[src/rtl/cordic_iter_ctrl_if.sv]
// Operand/result handshake bundle for the iterative CORDIC controller.
// The slave side is the controller; the master side feeds operands and drains results.
interface cordic_iter_ctrl_if;
  logic               in_valid;
  logic               in_ready;
  logic signed [15:0] x_in;
  logic signed [15:0] y_in;
  logic signed [15:0] z_in;
  logic               out_valid;
  logic               out_ready;
  logic signed [17:0] x_out;
  logic signed [17:0] y_out;
  logic signed [17:0] z_out;
  logic [3:0]         iter_idx;

  modport slave (
    input  in_valid, x_in, y_in, z_in, out_ready,
    output in_ready, out_valid, x_out, y_out, z_out, iter_idx
  );

  modport master (
    output in_valid, x_in, y_in, z_in, out_ready,
    input  in_ready, out_valid, x_out, y_out, z_out, iter_idx
  );
endinterface

[src/rtl/cordic_iter_ctrl.sv]
// Rotation-mode CORDIC sequencer: one micro-rotation per clock, NITER steps per operand,
// result held until the downstream consumer takes it. No gain compensation.
module cordic_iter_ctrl #(
  parameter int NITER = 16
) (
  input  logic              clk,
  input  logic              rst,
  cordic_iter_ctrl_if.slave bus
);

  typedef enum logic [1:0] {IDLE, ITER, DONE} state_t;

  localparam logic [3:0] LAST_IDX = 4'(NITER - 1);

  state_t             state_q;
  logic signed [17:0] x_q, y_q, z_q;
  logic signed [17:0] x_d, y_d, z_d;
  logic [3:0]         idx_q;
  logic               in_ready_q;
  logic               out_valid_q;
  logic signed [17:0] atan_val;
  logic signed [17:0] x_sh, y_sh;

  // atan(2^-i) with pi mapped to 2^17
  always_comb begin
    atan_val = 18'sd0;
    case (idx_q)
      4'd0:  atan_val = 18'sd32768;
      4'd1:  atan_val = 18'sd19344;
      4'd2:  atan_val = 18'sd10221;
      4'd3:  atan_val = 18'sd5188;
      4'd4:  atan_val = 18'sd2604;
      4'd5:  atan_val = 18'sd1303;
      4'd6:  atan_val = 18'sd652;
      4'd7:  atan_val = 18'sd326;
      4'd8:  atan_val = 18'sd163;
      4'd9:  atan_val = 18'sd81;
      4'd10: atan_val = 18'sd41;
      4'd11: atan_val = 18'sd20;
      4'd12: atan_val = 18'sd10;
      4'd13: atan_val = 18'sd5;
      4'd14: atan_val = 18'sd3;
      4'd15: atan_val = 18'sd1;
      default: atan_val = 18'sd0;
    endcase
  end

  assign x_sh = x_q >>> idx_q;
  assign y_sh = y_q >>> idx_q;

  // Z sign picks the rotation direction; zero rotates positively
  always_comb begin
    x_d = x_q;
    y_d = y_q;
    z_d = z_q;
    if (z_q[17]) begin
      x_d = x_q + y_sh;
      y_d = y_q - x_sh;
      z_d = z_q + atan_val;
    end else begin
      x_d = x_q - y_sh;
      y_d = y_q + x_sh;
      z_d = z_q - atan_val;
    end
  end

  always_ff @(posedge clk or posedge rst) begin
    if (rst) begin
      state_q     <= IDLE;
      x_q         <= '0;
      y_q         <= '0;
      z_q         <= '0;
      idx_q       <= '0;
      in_ready_q  <= 1'b0;
      out_valid_q <= 1'b0;
    end else begin
      case (state_q)
        IDLE: begin
          if (bus.in_valid && in_ready_q) begin
            x_q        <= {bus.x_in, 2'b00};
            y_q        <= {bus.y_in, 2'b00};
            z_q        <= {bus.z_in, 2'b00};
            idx_q      <= '0;
            in_ready_q <= 1'b0;
            state_q    <= ITER;
          end else begin
            in_ready_q <= 1'b1;
          end
        end
        ITER: begin
          x_q   <= x_d;
          y_q   <= y_d;
          z_q   <= z_d;
          idx_q <= idx_q + 4'd1;
          if (idx_q == LAST_IDX) begin
            out_valid_q <= 1'b1;
            state_q     <= DONE;
          end
        end
        DONE: begin
          if (bus.out_ready) begin
            out_valid_q <= 1'b0;
            in_ready_q  <= 1'b1;
            state_q     <= IDLE;
          end
        end
        default: begin
          state_q     <= IDLE;
          in_ready_q  <= 1'b0;
          out_valid_q <= 1'b0;
        end
      endcase
    end
  end

  assign bus.in_ready  = in_ready_q;
  assign bus.out_valid = out_valid_q;
  assign bus.x_out     = x_q;
  assign bus.y_out     = y_q;
  assign bus.z_out     = z_q;
  assign bus.iter_idx  = idx_q;

endmodule

[src/flat_wrapper.sv]
// flat-port wrapper written by rule: the top's interface ports become plain ports
module cordic_iter_ctrl_flat 
#(
  parameter int NITER = 16
)
  (clk, rst, bus_in_valid, bus_x_in, bus_y_in, bus_z_in, bus_out_ready, bus_in_ready, bus_out_valid, bus_x_out, bus_y_out, bus_z_out, bus_iter_idx);
  cordic_iter_ctrl_if bus_i ();
  input  logic clk;
  input  logic rst;
  input wire logic [$bits(bus_i.in_valid)-1:0] bus_in_valid;
  input wire logic [$bits(bus_i.x_in)-1:0] bus_x_in;
  input wire logic [$bits(bus_i.y_in)-1:0] bus_y_in;
  input wire logic [$bits(bus_i.z_in)-1:0] bus_z_in;
  input wire logic [$bits(bus_i.out_ready)-1:0] bus_out_ready;
  output wire logic [$bits(bus_i.in_ready)-1:0] bus_in_ready;
  output wire logic [$bits(bus_i.out_valid)-1:0] bus_out_valid;
  output wire logic [$bits(bus_i.x_out)-1:0] bus_x_out;
  output wire logic [$bits(bus_i.y_out)-1:0] bus_y_out;
  output wire logic [$bits(bus_i.z_out)-1:0] bus_z_out;
  output wire logic [$bits(bus_i.iter_idx)-1:0] bus_iter_idx;
  assign bus_i.in_valid = bus_in_valid;
  assign bus_i.x_in = bus_x_in;
  assign bus_i.y_in = bus_y_in;
  assign bus_i.z_in = bus_z_in;
  assign bus_i.out_ready = bus_out_ready;
  assign bus_in_ready = bus_i.in_ready;
  assign bus_out_valid = bus_i.out_valid;
  assign bus_x_out = bus_i.x_out;
  assign bus_y_out = bus_i.y_out;
  assign bus_z_out = bus_i.z_out;
  assign bus_iter_idx = bus_i.iter_idx;
  cordic_iter_ctrl #(.NITER(NITER)) u_core (.clk(clk), .rst(rst), .bus(bus_i));
endmodule
[config.mk]
export PLATFORM = sky130hd
export DESIGN_NAME = cordic_iter_ctrl_flat
export DESIGN_NICKNAME = d
export VERILOG_FILES = /design/src/rtl/cordic_iter_ctrl_if.sv /design/src/rtl/cordic_iter_ctrl.sv /design/src/flat_wrapper.sv
export SDC_FILE = /design/constraint.sdc
export NUM_CORES = 1
export LEC_CHECK = 0
export ABC_AREA = 0
export CORE_MARGIN = 2
export CORE_UTILIZATION = 40
export DETAILED_ROUTE_END_ITERATION = 6
export PLACE_DENSITY = 0.6
export RECOVER_POWER = 25
export SYNTH_ARGS = -nofsm -noshare
export SYNTH_HDL_FRONTEND = slang
export SYNTH_SLANG_ARGS = --single-unit
[constraint.sdc]
create_clock -name clk -period 5.75 [get_ports clk]
set_input_delay 1.15 -clock clk [delete_from_list [all_inputs] [get_ports clk]]
set_output_delay 1.15 -clock clk [all_outputs]
set_load 0.01 [all_outputs]
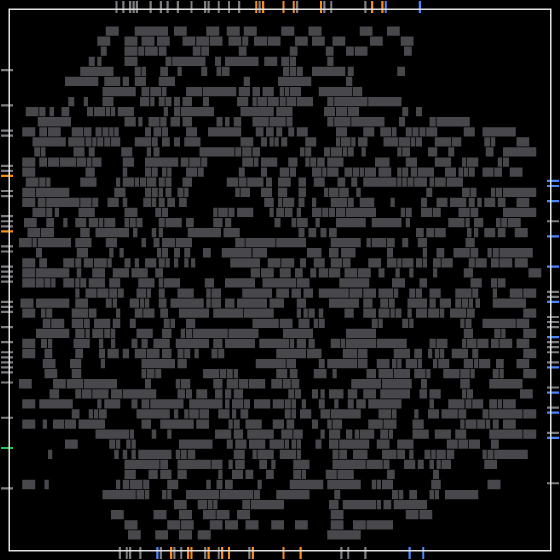
pins.png
Pins as bars across the die edge, other pins in grey.
| colour | port | pins | direction | edge |
|---|---|---|---|---|
| green | bus_out_valid | 1 | output | left |
| blue | bus_x_in | 16 | input | 11 right, 3 bottom, 2 top |
| orange | bus_y_out | 18 | output | 9 bottom, 7 top, 2 left |
all pins by edge: 33 left, 29 top, 25 bottom, 25 right

==> results.json <==
{
  "slew_viol_final": 38,
  "cts.repair.resized": 0,
  "topCellsByArea": "dfrtp_1 (19%), ha_1 (9.6%), mux4_2 (8.7%), xnor2_1 (6.3%), o21ai_0 (5.5%)",
  "cts_buffer_depth": 2,
  "syn_nets": 1111,
  "most_common_cell": "nor2_1",
  "cpPeakStageDelay_ns": 0.59,
  "crit_required_ns": 5.93,
  "start_kind": "register",
  "routed-via-count": 7818,
  "tns_ns": 0,
  "grt_pass1_wl_um": 40600,
  "holdCritStartpoint": "u_core.bus.z_out[7]",
  "grt_pass1_vias": 7768,
  "row_count": 51,
  "cts_root_buffer": "clkbuf_16",
  "max_cap_violations": 1,
  "reg2reg_slack_ns": 0.51,
  "violations": "capacitance limit, slew limit",
  "wl_per_cell_um": 18.5,
  "layout_top_cell": "clkdlybuf4s50_1",
  "lay_top_cells": "clkdlybuf4s50_1 (109), nor2_1 (92), nand2_1 (91)",
  "fp-utilization": 0.410,
  "critPathBufInv": 2,
  "synth-edff-count": 0,
  "status": "finished with violations",
  "hp-class": "register to register",
  "ys_warn_count": 0,
  "r2r_start": "u_core.bus.iter_idx[0]",
  "pin_count": 112,
  "drt_iter0_drc": 490,
  "top_cells_by_count": "nor2_1 (92), nand2_1 (91), o21ai_0 (89)",
  "syn_inst": 994,
  "finalHoldViolCount": 0,
  "clk_pin_slew_ns": 0.06,
  "synth_area_sq_um": 8040,
  "skew_ns": 0.00830
}
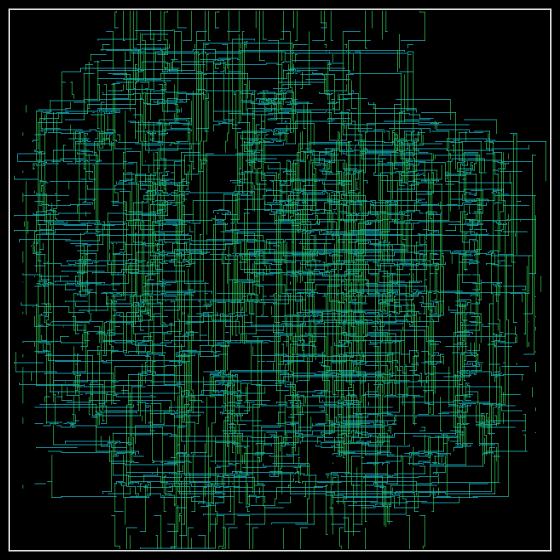
metal_stack.png
Two of the layers only.
| colour | layer | wire length |
|---|---|---|
| green | met2 | 11900 um |
| cyan | met1 | 10900 um |

## state kept, by name, summed over array words and instances, names as in the netlist
| register | count |
|---|---|
| u_core.bus.in_ready | 1 |
| u_core.bus.iter_idx | 4 |
| u_core.bus.y_out | 18 |
| u_core.bus.x_out | 18 |
| u_core.state_q | 2 |
| u_core.bus.out_valid | 1 |
| u_core.bus.z_out | 18 |
## layout make-up
cell class / count / area [sq um] / share of cell area
sequential: 62 / 1560 / 0.161
multi-input combinational: 833 / 6070 / 0.627
inverter: 35 / 131 / 0.0136
clock inverter: 6 / 38.8 / 0.00401
timing repair buffer: 138 / 1320 / 0.137
tap: 265 / 332 / 0.0343
clock buffer: 10 / 229 / 0.0237
## tightest hold or removal path, stage by stage, from the launching register on
cell     delay [ns]
dfrtp_1        0.37
nand2_1        0.05
o21ai_0        0.06
## logic make-up (layout without fill, tap and decap cells)
kind of cell,count (synthesis),count (layout),share of synthesized area
AND/OR/NAND/NOR,289,289,0.167
flip-flops,62,62,0.193
AND-OR/OR-AND,326,326,0.253
buffers and inverters,99,189,0.0529
multiplexers,69,69,0.138
XOR/XNOR,84,84,0.0915
adder cells (fa/ha/maj),65,65,0.104
## per-layer routing
metal,vias to the layer above,part of all wire,global-route usage
met5,-,0,0
met4,0,0.026,0.0853
met3,39,0.059,0.0414
met2,244,0.48,0.398
met1,3702,0.44,0.301
li1,3833,-,-
